<file path="src/rtl/lu_arbiter.sv">
// Two-requester front end for one shared logic unit: accept, one EXEC cycle, then hold the result.
// Latency: accept at edge T, response valid from T+2; requesters stall (ready low) until the response is taken.
module lu_arbiter #(
   parameter int unsigned  ARB_MODE  = 0,
   parameter logic [15:0]  OPCNT_RST = 16'h0000
) (
   input  logic        clk,
   input  logic        rst,
   input  logic        req0_valid,
   output logic        req0_ready,
   input  logic [15:0] req0_a,
   input  logic [15:0] req0_b,
   input  logic [2:0]  req0_op,
   input  logic        req1_valid,
   output logic        req1_ready,
   input  logic [15:0] req1_a,
   input  logic [15:0] req1_b,
   input  logic [2:0]  req1_op,
   output logic        rsp0_valid,
   input  logic        rsp0_ready,
   output logic [31:0] rsp0_data,
   output logic [4:0]  rsp0_flags,
   output logic        rsp1_valid,
   input  logic        rsp1_ready,
   output logic [31:0] rsp1_data,
   output logic [4:0]  rsp1_flags,
   output logic [15:0] lu_a,
   output logic [15:0] lu_b,
   output logic [2:0]  lu_opcode,
   input  logic [31:0] lu_outlu,
   input  logic        lu_za,
   input  logic        lu_zb,
   input  logic        lu_eq,
   input  logic        lu_gt,
   input  logic        lu_lt,
   output logic        busy,
   output logic [15:0] op_count
);

   typedef enum logic [1:0] {IDLE, EXEC, RESP} state_t;

   state_t      state_q;
   logic        last_grant_q;
   logic        gnt_id_q;
   logic        busy_q;
   logic [15:0] lu_a_q;
   logic [15:0] lu_b_q;
   logic [2:0]  lu_op_q;
   logic [31:0] rsp0_dat_q;
   logic [31:0] rsp1_dat_q;
   logic [4:0]  rsp0_flg_q;
   logic [4:0]  rsp1_flg_q;
   logic [1:0]  rsp_vld_q;
   logic [15:0] op_count_q;

   logic        sel_d;
   logic        accept_d;
   logic        rsp_hs_d;
   logic [15:0] a_d;
   logic [15:0] b_d;
   logic [2:0]  op_d;
   logic [4:0]  flg_d;

   // Winner among the valid requesters; only meaningful when at least one is valid.
   always_comb begin
      sel_d = 1'b0;
      if (req0_valid && req1_valid) begin
         sel_d = (ARB_MODE == 1) ? 1'b0 : ~last_grant_q;
      end else if (req1_valid) begin
         sel_d = 1'b1;
      end
   end

   assign req0_ready = !rst && (state_q == IDLE) && req0_valid && !sel_d;
   assign req1_ready = !rst && (state_q == IDLE) && req1_valid &&  sel_d;
   assign accept_d   = (req0_valid && req0_ready) || (req1_valid && req1_ready);
   assign rsp_hs_d   = (rsp_vld_q[0] && rsp0_ready) || (rsp_vld_q[1] && rsp1_ready);

   assign a_d   = sel_d ? req1_a  : req0_a;
   assign b_d   = sel_d ? req1_b  : req0_b;
   assign op_d  = sel_d ? req1_op : req0_op;
   assign flg_d = {lu_za, lu_zb, lu_eq, lu_gt, lu_lt};

   always_ff @(posedge clk) begin
      if (rst) begin
         state_q      <= IDLE;
         last_grant_q <= 1'b1;
         gnt_id_q     <= 1'b0;
         busy_q       <= 1'b0;
         lu_a_q       <= '0;
         lu_b_q       <= '0;
         lu_op_q      <= '0;
         rsp0_dat_q   <= '0;
         rsp1_dat_q   <= '0;
         rsp0_flg_q   <= '0;
         rsp1_flg_q   <= '0;
         rsp_vld_q    <= '0;
         op_count_q   <= OPCNT_RST;
      end else begin
         case (state_q)
            IDLE: begin
               if (accept_d) begin
                  lu_a_q   <= a_d;
                  lu_b_q   <= b_d;
                  lu_op_q  <= op_d;
                  gnt_id_q <= sel_d;
                  busy_q   <= 1'b1;
                  state_q  <= EXEC;
               end
            end
            EXEC: begin
               // The non-granted port is cleared so it never shows a stale result.
               rsp0_dat_q <= gnt_id_q ? 32'h0 : lu_outlu;
               rsp0_flg_q <= gnt_id_q ? 5'h0  : flg_d;
               rsp1_dat_q <= gnt_id_q ? lu_outlu : 32'h0;
               rsp1_flg_q <= gnt_id_q ? flg_d    : 5'h0;
               rsp_vld_q  <= gnt_id_q ? 2'b10 : 2'b01;
               state_q    <= RESP;
            end
            RESP: begin
               if (rsp_hs_d) begin
                  rsp_vld_q    <= 2'b00;
                  last_grant_q <= gnt_id_q;
                  op_count_q   <= op_count_q + 16'd1;
                  busy_q       <= 1'b0;
                  state_q      <= IDLE;
               end
            end
            default: begin
               state_q <= IDLE;
               busy_q  <= 1'b0;
            end
         endcase
      end
   end

   assign lu_a       = lu_a_q;
   assign lu_b       = lu_b_q;
   assign lu_opcode  = lu_op_q;
   assign rsp0_valid = rsp_vld_q[0];
   assign rsp1_valid = rsp_vld_q[1];
   assign rsp0_data  = rsp0_dat_q;
   assign rsp1_data  = rsp1_dat_q;
   assign rsp0_flags = rsp0_flg_q;
   assign rsp1_flags = rsp1_flg_q;
   assign busy       = busy_q;
   assign op_count   = op_count_q;

endmodule

</file>
<file path="config.mk">
export PLATFORM = sky130hd
export DESIGN_NAME = lu_arbiter
export DESIGN_NICKNAME = d
export VERILOG_FILES = /design/src/rtl/lu_arbiter.sv
export SDC_FILE = /design/constraint.sdc
export NUM_CORES = 1
export LEC_CHECK = 0
export CAP_MARGIN = 30
export CORE_ASPECT_RATIO = 1.75
export CORE_MARGIN = 2
export CORE_UTILIZATION = 35
export CTS_BUF_LIST = sky130_fd_sc_hd__clkbuf_16
export CTS_CLUSTER_DIAMETER = 60
export DETAILED_ROUTE_END_ITERATION = 12
export HOLD_SLACK_MARGIN = 0.03
export PLACE_DENSITY_LB_ADDON = 0.3
export SLEW_MARGIN = 15
export SYNTH_ARGS = -nofsm -noshare
export SYNTH_HDL_FRONTEND = slang
export SYNTH_SLANG_ARGS = --single-unit
export TNS_END_PERCENT = 5
</file>
<file path="constraint.sdc">
create_clock -name clk -period 1.7 [get_ports clk]
set_input_delay 0.34 -clock clk [delete_from_list [all_inputs] [get_ports clk]]
set_output_delay 0.34 -clock clk [all_outputs]
set_load 0.01 [all_outputs]
</file>
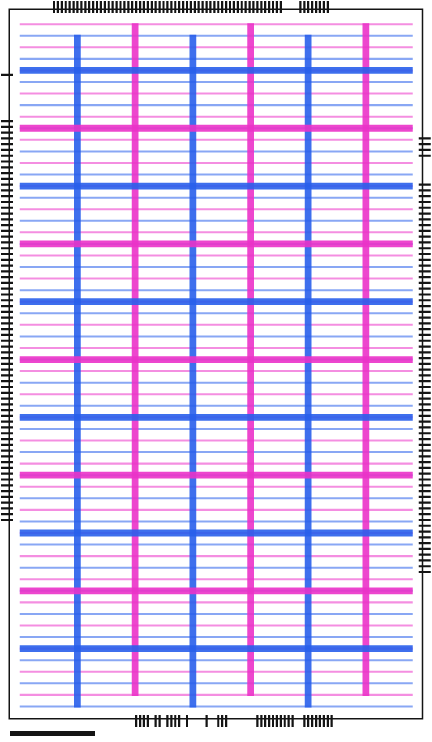
pdn.png
Bar = 20 um. Pins as bars on the die edge.
magenta -> VDD
blue -> VSS
rows = 59
met5 straps = 11
met4 straps = 6

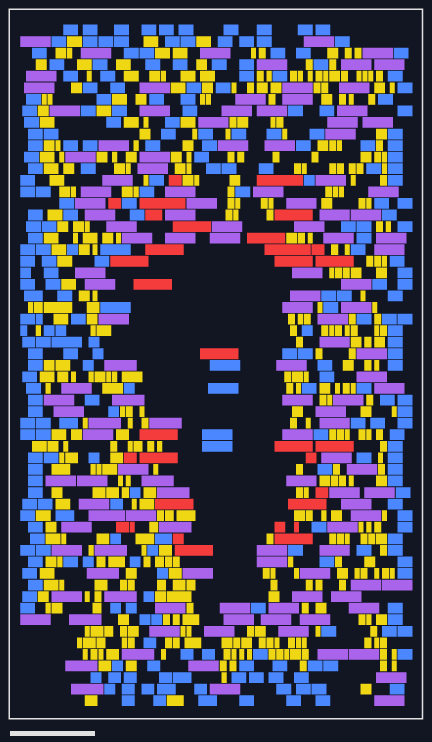
cell_classes.png
Bar = 20 um.
purple -> flip-flops  # cells 132, share of their area 31%
blue -> other buffers and delay cells  # cells 275, share of their area 32%
red -> clock drivers and dummy loads  # cells 32, share of their area 7.2%
yellow -> all other logic  # cells 422, share of their area 29%

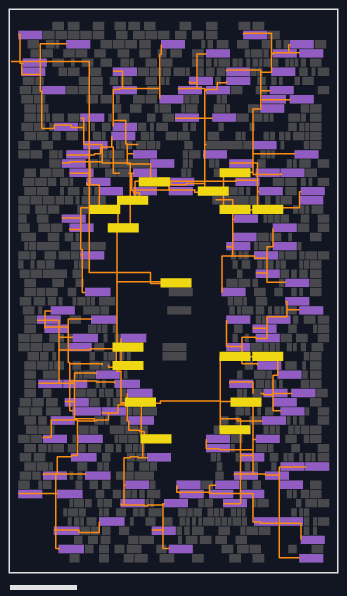
clock_map.png
Bar = 20 um.
orange -> clock wires  # length 1700 um
purple -> flip-flops  # count 132
yellow -> cells driving clock nets  # count 17
flops lie = all over the die

==> metrics.csv <==
metric,value,unit
status,"complete, but fails checks",
failed_checks,setup timing,
logic_gate_count,421,
worstMarginPinSlew,525,ps
viasPerCell,5.12,
finalSetupViolCount,4,
yosys-top-cells-area,"dfxtp_1 (50%), a21oi_1 (8.0%), mux2i_1 (7.0%)",
htree_levels,4,
crit_path_end,op_count[12],
ys.warnings.count,0,
antenna_found_initial,0,
p_per_area,979,nW/um2
first_iter_violations,124,
hold_path_end,rsp1_data[9],
synth_flops,132,
mux_area_share,7.01,%
die_area,16100,um2
wl_met3,779,um
startpoint,state_q[0],
grt_pass1_wl,26900,um
hold_depth,2,
regArea,2660,um2
final_util,58.9,%
r2r-end,op_count[12],
ys_area,5280,um2
fin_crit,1770,ps
setup_ws,-74.8,ps
stdcell_count,1044,
common_cells,"dfxtp_1 (132), nand2_1 (85), a21oi_1 (84), nor2_1 (50), nand3_1 (44)",
finalSetupTns,-251,ps
syn_inst,607,
clock_latency,400,ps
via_count,5346,
root_buffer,clkbuf_16,
drive_gt1_share,11.4,%
synth_top_area_share,50.0,%
most_common_cell,dfxtp_1,
postSynthSeqShare,50.0,%
synth.net_count,721,
maxCapViolCount,0,
cp-start-kind,flop,
met2_length,9210,um
place_area,8090,um2
drc,0,
cts_tree,done,
holdCritStartpoint,rsp1_data[9],
edf_count,0,
layout_top_cell,clkdlybuf4s50_1,
tap_cells,183,
globalRouteMet1Util,21.6,%
met1Wirelength,6240,um
ys_sh_simple,22.4,%
clkTransAtPathRegs,60,ps
ir_worst_vdd,0.652,mV
grt_busiest_layer,met2,
numCtsBuffers,17,
hold_class,reg2reg,
totalWireLength,16600,um
dieHeight,167,um
synthArstFlopShare,0,%
cp_max_fo,5,
inverters_excl_clock,1,
final_cell_area,8740,um2
p_leak,3.19,nW
final-clk-cell-share,6.97,%
warnings,28,
coreArea,14800,um2
synthFlopType,dfxtp_1,
row_count,59,
crit_path_end_kind,flop,
top_layer,met4,
place_ws,-523,ps
fp_util,35.6,%
drv_slew,0,
logic_family,simple AND/OR/NAND/NOR gates,
antenna_left,0,
rrSetupSlack,-70,ps
[repair_timing]
action                                  in CTS  in global routing
pin swaps                                    9                  4
buffers inserted                             1                  0
endpoints found under the hold margin        0                  0
gates resized                               32                  9
endpoints found under the setup margin      21                 14
[critical path, cell delays in order, from the launching register on]
cell and delay (ps):
dfxtp_2 340, nand2b_4 150, or4_4 560, buf_4 170, or3_1 350, a21oi_1 140
[report_power, final]
group	switching (mW)	internal [mW]
sequential	0.104	3.27
combinational	0.660	0.787
clock	1.41	2.32
[sequential cells by signal, summed over array words and instances, names as in the netlist, 2 cells and up]
name        flops
lu_opcode       3
rsp0_flags      5
rsp_vld_q       2
rsp0_data      32
rsp1_data      32
rsp1_flags      5
lu_b           16
lu_a           16
state_q         2
op_count       16
